$ cat src/rtl/snn_apb_csr.sv
// snn_apb_csr: APB slave control/status register block for the SNN core.
// It terminates the APB bus and adds WAIT_CYCLES wait states (pready low)
// before it completes each transfer.
// Ports:
//   clk, rst_n        clock and asynchronous active-low reset
//   psel .. pwdata    APB slave inputs
//   prdata, pready    APB slave outputs (registered)
//   snn_enable        CTRL[0] level
//   snn_start         one-cycle start pulse after a CTRL write with bit 1 set
//   snn_thresh        neuron firing threshold
//   snn_leak          membrane leak value
//   snn_busy          core running (status input)
//   snn_done          one-cycle done pulse from the core
//   snn_ovf           one-cycle membrane overflow pulse from the core
//   snn_spike_cnt     live spike counter from the core
//   irq               level interrupt, |(IRQ_STATUS & IRQ_EN), registered
module snn_apb_csr #(
  parameter int unsigned WAIT_CYCLES = 1,
  parameter logic [31:0] ID_VALUE    = 32'h534E_4E01
) (
  input  logic        clk,
  input  logic        rst_n,
  input  logic        psel,
  input  logic        penable,
  input  logic        pwrite,
  input  logic [31:0] paddr,
  input  logic [31:0] pwdata,
  output logic [31:0] prdata,
  output logic        pready,
  output logic        snn_enable,
  output logic        snn_start,
  output logic [15:0] snn_thresh,
  output logic [7:0]  snn_leak,
  input  logic        snn_busy,
  input  logic        snn_done,
  input  logic        snn_ovf,
  input  logic [31:0] snn_spike_cnt,
  output logic        irq
);

  localparam bit        NoWait   = (WAIT_CYCLES == 0);
  localparam logic [3:0] WaitInit = NoWait ? 4'd0 : 4'(WAIT_CYCLES - 1);

  typedef enum logic [1:0] {StIdle, StWait, StReady} state_e;

  state_e      state_q, state_d;
  logic [3:0]  cnt_q, cnt_d;
  logic        enter_ready;

  logic [31:0] prdata_q, prdata_d;
  logic        pready_q, pready_d;
  logic        ctrl_en_q, ctrl_en_d;
  logic        start_q, start_d;
  logic [15:0] thresh_q, thresh_d;
  logic [7:0]  leak_q, leak_d;
  logic [2:0]  irq_st_q, irq_st_d;
  logic [2:0]  irq_en_q, irq_en_d;
  logic        irq_q, irq_d;

  logic        addr_hit;
  logic [2:0]  reg_idx;
  logic [31:0] rd_val;
  logic        commit;
  logic        wr_ctrl, wr_thresh, wr_leak, wr_irq_st, wr_irq_en;
  logic        start_err;
  logic [2:0]  w1c_mask;

  // Address bits [1:0] and upper write-data bits are not part of any register.
  logic unused_bits;
  assign unused_bits = ^{paddr[1:0], pwdata[31:16]};

  assign addr_hit = (paddr[31:5] == 27'd0);
  assign reg_idx  = paddr[4:2];

  // Read mux; unmapped/out-of-range addresses read 0.
  always_comb begin
    rd_val = 32'd0;
    if (addr_hit) begin
      unique case (reg_idx)
        3'd0:    rd_val = {31'd0, ctrl_en_q};
        3'd1:    rd_val = {16'd0, thresh_q};
        3'd2:    rd_val = {24'd0, leak_q};
        3'd3:    rd_val = {31'd0, snn_busy};
        3'd4:    rd_val = {29'd0, irq_st_q};
        3'd5:    rd_val = {29'd0, irq_en_q};
        3'd6:    rd_val = snn_spike_cnt;
        3'd7:    rd_val = ID_VALUE;
        default: rd_val = 32'd0;
      endcase
    end
  end

  // Transfer FSM; cnt counts down the remaining wait cycles.
  always_comb begin
    state_d     = state_q;
    cnt_d       = cnt_q;
    enter_ready = 1'b0;
    unique case (state_q)
      StIdle: begin
        if (psel && !penable) begin
          if (NoWait) begin
            state_d     = StReady;
            enter_ready = 1'b1;
          end else begin
            state_d = StWait;
            cnt_d   = WaitInit;
          end
        end
      end
      StWait: begin
        if (!psel) begin
          state_d = StIdle;
        end else if (cnt_q == 4'd0) begin
          state_d     = StReady;
          enter_ready = 1'b1;
        end else begin
          cnt_d = cnt_q - 4'd1;
        end
      end
      StReady: begin
        // psel&penable completes the transfer; a dropped psel aborts it.
        if (!psel || penable) state_d = StIdle;
      end
      default: state_d = StIdle;
    endcase
  end

  assign commit    = (state_q == StReady) && psel && penable && pwrite && addr_hit;
  assign wr_ctrl   = commit && (reg_idx == 3'd0);
  assign wr_thresh = commit && (reg_idx == 3'd1);
  assign wr_leak   = commit && (reg_idx == 3'd2);
  assign wr_irq_st = commit && (reg_idx == 3'd4);
  assign wr_irq_en = commit && (reg_idx == 3'd5);

  assign start_err = wr_ctrl && pwdata[1] && snn_busy;
  assign w1c_mask  = wr_irq_st ? pwdata[2:0] : 3'b000;

  always_comb begin
    pready_d  = (state_d == StReady);
    prdata_d  = prdata_q;
    // Read data (including the live spike count) is captured on entry to READY.
    if (enter_ready) prdata_d = pwrite ? 32'd0 : rd_val;
    ctrl_en_d = wr_ctrl ? pwdata[0] : ctrl_en_q;
    start_d   = wr_ctrl && pwdata[1] && !snn_busy;
    thresh_d  = wr_thresh ? pwdata[15:0] : thresh_q;
    leak_d    = wr_leak ? pwdata[7:0] : leak_q;
    irq_en_d  = wr_irq_en ? pwdata[2:0] : irq_en_q;
    // Hardware set is applied after the W1C clear so a same-cycle set wins.
    irq_st_d  = (irq_st_q & ~w1c_mask) | {start_err, snn_ovf, snn_done};
    irq_d     = |(irq_st_q & irq_en_q);
  end

  always_ff @(posedge clk or negedge rst_n) begin
    if (!rst_n) begin
      state_q   <= StIdle;
      cnt_q     <= 4'd0;
      prdata_q  <= 32'd0;
      pready_q  <= 1'b0;
      ctrl_en_q <= 1'b0;
      start_q   <= 1'b0;
      thresh_q  <= 16'h0100;
      leak_q    <= 8'h01;
      irq_st_q  <= 3'b000;
      irq_en_q  <= 3'b000;
      irq_q     <= 1'b0;
    end else begin
      state_q   <= state_d;
      cnt_q     <= cnt_d;
      prdata_q  <= prdata_d;
      pready_q  <= pready_d;
      ctrl_en_q <= ctrl_en_d;
      start_q   <= start_d;
      thresh_q  <= thresh_d;
      leak_q    <= leak_d;
      irq_st_q  <= irq_st_d;
      irq_en_q  <= irq_en_d;
      irq_q     <= irq_d;
    end
  end

  assign prdata     = prdata_q;
  assign pready     = pready_q;
  assign snn_enable = ctrl_en_q;
  assign snn_start  = start_q;
  assign snn_thresh = thresh_q;
  assign snn_leak   = leak_q;
  assign irq        = irq_q;

endmodule

$ cat config.mk
export PLATFORM = sky130hd
export DESIGN_NAME = snn_apb_csr
export DESIGN_NICKNAME = d
export VERILOG_FILES = /design/src/rtl/snn_apb_csr.sv
export SDC_FILE = /design/constraint.sdc
export NUM_CORES = 1
export LEC_CHECK = 0
export ABC_AREA = 1
export CORE_ASPECT_RATIO = 0.6
export CORE_UTILIZATION = 45
export CTS_BUF_LIST = sky130_fd_sc_hd__clkbuf_8 sky130_fd_sc_hd__clkbuf_16
export DETAILED_ROUTE_END_ITERATION = 12
export HOLD_SLACK_MARGIN = 0.06
export PLACE_DENSITY = 0.85
export SKIP_LAST_GASP = 1
export SYNTH_ARGS = -nofsm -noshare
export SYNTH_HDL_FRONTEND = slang
export SYNTH_SLANG_ARGS = --single-unit
$ cat constraint.sdc
create_clock -name clk -period 4.26 [get_ports clk]
set_input_delay 0.426 -clock clk [delete_from_list [all_inputs] [get_ports clk]]
set_output_delay 0.426 -clock clk [all_outputs]
set_load 0.01 [all_outputs]
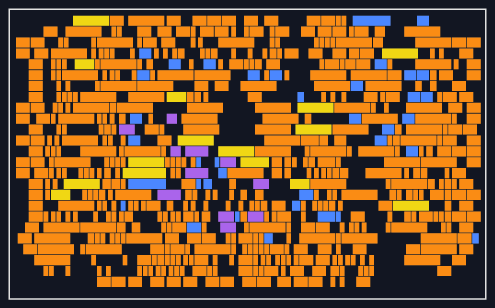
Figure 1: run 1, sizing map.
Drawn at 4 px/µm.
[x2] blue | cells: 37 | most used: o21ai_2
[x6 and larger] yellow | cells: 15 | most used: clkbuf_16
[x1 and smaller] orange | cells: 551 | most used: nand2_1
[x3 and x4] purple | cells: 11 | most used: nor2_4
P&R area growth vs syn: 49.4%
Final Cell Area: 0.00550 mm²

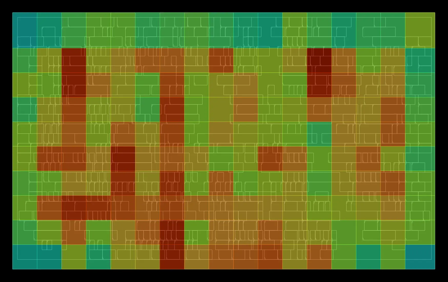
Figure 2: run 1, routing congestion map.
met2 GRT Util: 43.3%
post-DR wirelength/cell: 14.7 µm
Final Core Density: 69.5%

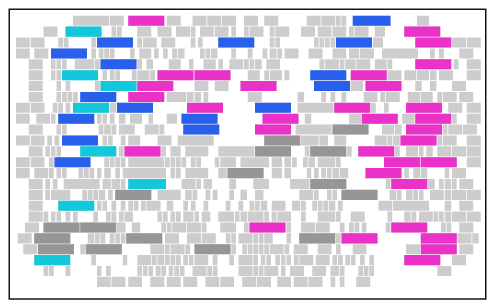
Figure 3: run 1, where the registers sit.
Drawn at 4 px/µm. Other sequential cells in the stronger grey, the rest of the logic in the fainter grey.
[snn_leak] cyan | placed flops: 8
[prdata] magenta | placed flops: 32
[snn_thresh] blue | placed flops: 16
P_seq: 0.719 mW
Seq/total area: 32.8%
Sequential Area: 0.00180 mm²

==> flow_metrics.env, run 1 <==
# implementation run metrics
export IMPL_buffers_excl_clock=147
export IMPL_grt_pass1_wl_um=17500
export IMPL_startpoint_type="input port"
export IMPL_root_buffer="clkbuf_16"
export IMPL_area_share_nonclk_buffers_pct=26.6
export IMPL_synth_cellmix_compoundShare_pct=9.28
export IMPL_num_rows=25
export IMPL_hold_path_class="input port to async pin"
export IMPL_logic_gates=340
export IMPL_vias=3621
export IMPL_ys_seq_share_pct=49.0
export IMPL_design_core_area_mm2=0.00791
export IMPL_final_clk_cell_share_pct=5.80
export IMPL_syn_num_nets=570
export IMPL_die_width_um=119
export IMPL_clock_latency_ns=0.33
export IMPL_n_tap_cell=108
export IMPL_antenna_left=0
export IMPL_p_per_area_mw_per_mm2=319
export IMPL_status="finished clean"
export IMPL_leakagePower_nw=2.65
export IMPL_tns_ns=0
export IMPL_synthTopCellsByCount="nand2_1, dfrtp_1, nor2_1"
export IMPL_crit_buf_inv=3
export IMPL_track_usage_pct=26.8
export IMPL_comb_share_pct=29.7
export IMPL_routed_wl_um=10600
export IMPL_slew_headroom_pct=37.9
export IMPL_path_cells="clkdlybuf4s50_1 > inv_2 > nor3_4 > inv_2 > nor2_4 > nand2_1 > nand2_1"
export IMPL_crit_family="simple AND/OR/NAND/NOR gates"
export IMPL_adder_share_pct=0.680
export IMPL_biggestCellCategory="sequential cells"
export IMPL_ys_cells=464
export IMPL_finClkSkew_ns=0.00807
export IMPL_flop_count=72
export IMPL_clockBufferDepth=2
export IMPL_intPower_mw=1.34
export IMPL_cp_endpoint="snn_thresh[12]"
export IMPL_cts_tree="built"
export IMPL_combGateArea_mm2=0.00163
export IMPL_cap_violations=0
export IMPL_tightest_slew_ns=0.926
export IMPL_simple_gate_share_pct=34.2
export IMPL_met1_length_um=4850
export IMPL_cts_sinks=72
export IMPL_top_cell_area_share_pct=47.6
export IMPL_num_nonclk_inverters=39
export IMPL_grtUsageMet1_pct=36.1
export IMPL_synthArstFlopShare_pct=100
export IMPL_worstPathMaxFanout=18
export IMPL_log_warning_count=45
export IMPL_ys_flops=72
export IMPL_ys_chip_area_mm2=0.00368
export IMPL_cts_resized=0
export IMPL_nets=715
export IMPL_dpl_hpwl_um=8000
export IMPL_hold_viol=0
export IMPL_endpoint_kind="register"
export IMPL_p_clk_share_pct=44.4
export IMPL_whs_ns=0.182
export IMPL_clock_power_mw=0.778
export IMPL_final_cell_mix="nand2_1, clkdlybuf4s50_1, dfrtp_1, nor2_1, inv_1"
export IMPL_top_layer_used="met4"
export IMPL_first_iter_violations=199
export IMPL_grt_pass1_vias=3631
export IMPL_gp_congestion=0.952
export IMPL_die_area_mm2=0.00856
export IMPL_post_place_ws_ns=1.67
export IMPL_grt_antenna_before_repair=0
export IMPL_swShare_pct=23.6
export IMPL_synth_most_common_cell="nand2_1"
export IMPL_cpPeakStageDelay_ns=0.71
export IMPL_ys_warn_count=0
export IMPL_wl_met3_um=812
export IMPL_setup_viol_count_final=0
--- run 2 (diff from run 1) ---
--- a/config.mk
+++ b/config.mk
@@ -7,11 +7,11 @@
 export LEC_CHECK = 0
 export ABC_AREA = 1
 export CORE_ASPECT_RATIO = 0.6
-export CORE_UTILIZATION = 45
+export CORE_UTILIZATION = 38
 export CTS_BUF_LIST = sky130_fd_sc_hd__clkbuf_8 sky130_fd_sc_hd__clkbuf_16
 export DETAILED_ROUTE_END_ITERATION = 12
 export HOLD_SLACK_MARGIN = 0.06
-export PLACE_DENSITY = 0.85
+export PLACE_DENSITY = 0.77
 export SKIP_LAST_GASP = 1
 export SYNTH_ARGS = -nofsm -noshare
 export SYNTH_HDL_FRONTEND = slang
==> constraint.sdc (replaced) <==
create_clock -name clk -period 1.9 [get_ports clk]
set_input_delay 0.19 -clock clk [delete_from_list [all_inputs] [get_ports clk]]
set_output_delay 0.19 -clock clk [all_outputs]
set_load 0.01 [all_outputs]
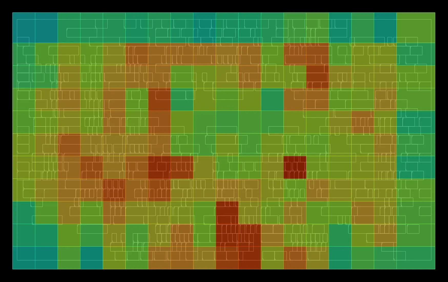
Figure 4: run 2, routing congestion map.
met2 GRT Util: 33.6%
met1 usage: 30.5%
grt met3 use: 4.98%

==> run 2 against run 1 <==
Core utilization shrank 8.8 points. Clock power grew 140%. Worst setup slack got worse by 1.8 ns. Worst hold slack better by 0.19 ns. Wire length shrank 1.4%. Sequential share of layout area down 0.80 points. First-iteration DRC count is 9.5% lower. Total power increased by 130%. Design area rose by 2.5%. Largest cell class unchanged.
==> flow_metrics.env, run 2 <==
# implementation run metrics
export IMPL_log_warning_count=45
export IMPL_worstPathMaxFanout=21
export IMPL_startpoint_type="register"
export IMPL_whs_ns=0.367
export IMPL_timing_final_crit_share_pct=90.6
export IMPL_post_place_ws_ns=-0.0593
export IMPL_r2r_cells=8
export IMPL_wl_met3_um=684
export IMPL_simple_gate_share_pct=34.2
export IMPL_finish_instance_area_mm2=0.00564
export IMPL_logic_gates=340
export IMPL_routed_wl_um=10500
export IMPL_regArea_mm2=0.00180
export IMPL_leakagePower_nw=2.71
export IMPL_area_share_nonclk_buffers_pct=27.6
export IMPL_swShare_pct=23.6
export IMPL_seq_power_mw=1.61
export IMPL_setup_viol_count_final=0
export IMPL_ys_chip_area_mm2=0.00368
export IMPL_ys_cells=464
export IMPL_syn_num_nets=570
export IMPL_synth_cellmix_compoundShare_pct=9.28
export IMPL_root_buffer="clkbuf_16"
export IMPL_final_cell_mix="nand2_1, clkdlybuf4s50_1, dfrtp_1, nor2_1, inv_1"
export IMPL_clock_latency_ns=0.32
export IMPL_first_iter_violations=180
export IMPL_ys_flops=72
export IMPL_die_area_mm2=0.0101
export IMPL_p_clk_share_pct=46.3
export IMPL_path_cells="inv_1 > ha_1 > nand3_1 > nor3_2 > nand2_2 > nor2_8 > nand2_4 > o21ai_2"
export IMPL_wl_per_cell_um=13.9
export IMPL_top_cell_area_share_pct=47.6
export IMPL_cts_sinks=72
export IMPL_grt_pass1_wl_um=16700
export IMPL_intPower_mw=3.13
export IMPL_comb_share_pct=29.0
export IMPL_top_layer_used="met4"
export IMPL_cpPeakStageDelay_ns=0.39
export IMPL_clock_power_mw=1.90
export IMPL_cts_tree="built"
export IMPL_die_size_y_um=78.2
export IMPL_crit_buf_inv=1
export IMPL_dpl_hpwl_um=7900
export IMPL_cap_violations=0
export IMPL_flop_count=72
export IMPL_tns_ns=0
export IMPL_utilization_pct=60.7
export IMPL_synth_most_common_cell="nand2_1"
export IMPL_met1_length_um=5060
export IMPL_timing_rr_end="prdata[17]"
export IMPL_final_clk_cell_share_pct=5.93
export IMPL_hold_viol=0
export IMPL_clockBufferDepth=2
export IMPL_areaGrowthSynthToFinish_pct=53.1
export IMPL_maxSlewViolCount=0
export IMPL_synthTopCellsByCount="nand2_1, dfrtp_1, nor2_1"
export IMPL_synthArstFlopShare_pct=100
export IMPL_vias=3589
export IMPL_crit_family="simple AND/OR/NAND/NOR gates"
export IMPL_biggestCellCategory="sequential cells"
export IMPL_slew_headroom_pct=38.9
export IMPL_nets=727
export IMPL_ys_seq_share_pct=49.0
export IMPL_n_tap_cell=130
export IMPL_cp_endpoint="prdata[17]"
export IMPL_track_usage_pct=21.7
export IMPL_design_core_area_mm2=0.00929
export IMPL_p_per_area_mw_per_mm2=727
export IMPL_area_share_sequential_pct=32.0
export IMPL_antenna_left=0
export IMPL_endpoint_kind="register"
export IMPL_adder_share_pct=0.680
export IMPL_hold_path_class="input port to register"
export IMPL_tightest_slew_ns=0.916
export IMPL_cts_resized=0
export IMPL_finClkSkew_ns=0.00503
export IMPL_status="finished clean"
export IMPL_die_width_um=129
export IMPL_pwr_share_comb_pct=14.4
export IMPL_num_rows=27
--- run 3 (diff from run 2) ---
--- a/config.mk
+++ b/config.mk
@@ -13,6 +13,7 @@
 export HOLD_SLACK_MARGIN = 0.06
 export PLACE_DENSITY = 0.77
 export SKIP_LAST_GASP = 1
+export SLEW_MARGIN = 10
 export SYNTH_ARGS = -nofsm -noshare
 export SYNTH_HDL_FRONTEND = slang
 export SYNTH_SLANG_ARGS = --single-unit
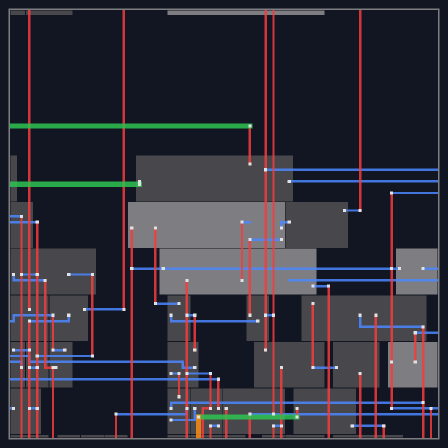
Figure 5: run 3, a small window of the routed layout.
Region (52, 27) to (77, 52) µm. Cells in grey, sequential cells in the stronger grey; small squares are vias.
[M1] blue
[M2] red
[M4] orange
[M3] green
most frequent: nand2_1 (3), clkdlybuf4s50_1 (3)
netlist names of flops here include: prdata (1), snn_enable (1)
cells with their middle in the window: 20
sequential cells in the window: 2

==> run 3 against run 2 <==
Sequential power about the same. Total power unchanged. Critical path depth unchanged. Count of clock-buffer cells in the layout unchanged. Area after synthesis unchanged. Final cell count unchanged. Maximum frequency unchanged. Register-to-register slack about the same. Global-route usage unchanged. Clock power about the same. Critical endpoint unchanged.
==> flow_metrics.env, run 3 <==
# implementation run metrics
export IMPL_crit_family="simple AND/OR/NAND/NOR gates"
export IMPL_grt_pass1_wl_um=16700
export IMPL_area_share_sequential_pct=32.0
export IMPL_synth_cellmix_compoundShare_pct=9.28
export IMPL_path_cells="inv_1 > ha_1 > nand3_1 > nor3_2 > nand2_2 > nor2_8 > nand2_4 > o21ai_2"
export IMPL_synthTopCellsByCount="nand2_1, dfrtp_1, nor2_1"
export IMPL_combGateArea_mm2=0.00163
export IMPL_ys_seq_share_pct=49.0
export IMPL_slew_headroom_pct=38.9
export IMPL_wl_per_cell_um=13.9
export IMPL_adder_share_pct=0.680
export IMPL_cts_resized=0
export IMPL_vdd_ir_drop_max_v=0.000450
export IMPL_maxSlewViolCount=0
export IMPL_synthArstFlopShare_pct=100
export IMPL_clockBufferDepth=2
export IMPL_maxPowerGroup="clock"
export IMPL_setup_viol_count_final=0
export IMPL_cap_violations=0
export IMPL_cts_tree="built"
export IMPL_crit_buf_inv=1
export IMPL_wl_met3_um=684
export IMPL_xor_share_pct=0.238
export IMPL_grt_use_met2_pct=33.6
export IMPL_comb_share_pct=29.0
export IMPL_synth_most_common_cell="nand2_1"
export IMPL_syn_num_nets=570
export IMPL_cp_endpoint="prdata[17]"
export IMPL_timing_rr_end="prdata[17]"
export IMPL_tns_ns=0
export IMPL_design_core_area_mm2=0.00929
export IMPL_seq_power_mw=1.61
export IMPL_timing_final_crit_share_pct=90.6
export IMPL_biggestCellCategory="sequential cells"
export IMPL_clock_latency_ns=0.32
export IMPL_intPower_mw=3.13
export IMPL_regArea_mm2=0.00180
export IMPL_finClkSkew_ns=0.00503
export IMPL_routed_wl_um=10500
export IMPL_die_width_um=129
export IMPL_die_size_y_um=78.2
export IMPL_swShare_pct=23.6
export IMPL_met1_length_um=5060
export IMPL_pwr_share_comb_pct=14.4
export IMPL_total_power_mw=4.10
export IMPL_final_clk_cell_share_pct=5.93
export IMPL_r2r_cells=8
export IMPL_log_warning_count=45
export IMPL_clock_power_mw=1.90
export IMPL_worstReg2RegStart="cnt_q[0]"
export IMPL_antenna_left=0
export IMPL_postCtsHoldBufs=1
export IMPL_whs_ns=0.367
export IMPL_status="finished clean"
export IMPL_cpPeakStageDelay_ns=0.39
export IMPL_startpoint_type="register"
export IMPL_hold_viol=0
export IMPL_final_cells=755
export IMPL_htreeDepth=3
export IMPL_p_per_area_mw_per_mm2=727
export IMPL_track_usage_pct=21.7
export IMPL_first_iter_violations=180
export IMPL_simple_gate_share_pct=34.2
export IMPL_p_clk_share_pct=46.3
export IMPL_hold_end="snn_thresh[8]"
export IMPL_nets=727
export IMPL_ys_warn_count=0
export IMPL_endpoint_kind="register"
export IMPL_ys_cells=464
export IMPL_ys_flop_type="dfrtp_1"
export IMPL_num_rows=27
export IMPL_logic_gates=340
export IMPL_utilization_pct=60.7
export IMPL_edf_count=0
export IMPL_dpl_hpwl_um=7900
export IMPL_grtUsageMet1_pct=30.5
export IMPL_grt_start_max_net_pins=73
export IMPL_grt_use_met3_pct=4.98
export IMPL_grt_pass1_vias=3467
export IMPL_vias=3589
export IMPL_leakagePower_nw=2.71
export IMPL_flop_count=72
export IMPL_post_place_ws_ns=-0.0593
export IMPL_top_cell_area_share_pct=47.6
export IMPL_worstPathMaxFanout=21
export IMPL_top_layer_used="met4"
export IMPL_tightest_slew_ns=0.916
export IMPL_hold_path_class="input port to register"
export IMPL_ys_flops=72
export IMPL_gp_congestion=0.857
export IMPL_final_cell_mix="nand2_1, clkdlybuf4s50_1, dfrtp_1, nor2_1, inv_1"
export IMPL_die_area_mm2=0.0101
export IMPL_grt_antenna_before_repair=0
export IMPL_root_buffer="clkbuf_16"
export IMPL_area_share_nonclk_buffers_pct=27.6
export IMPL_buffers_excl_clock=159
export IMPL_cts_sinks=72
export IMPL_areaGrowthSynthToFinish_pct=53.1
export IMPL_n_tap_cell=130
export IMPL_drt_first_pass_iters=4
export IMPL_ys_chip_area_mm2=0.00368
export IMPL_num_nonclk_inverters=39
export IMPL_finish_instance_area_mm2=0.00564
Power is estimated from default activity; no workload was simulated.
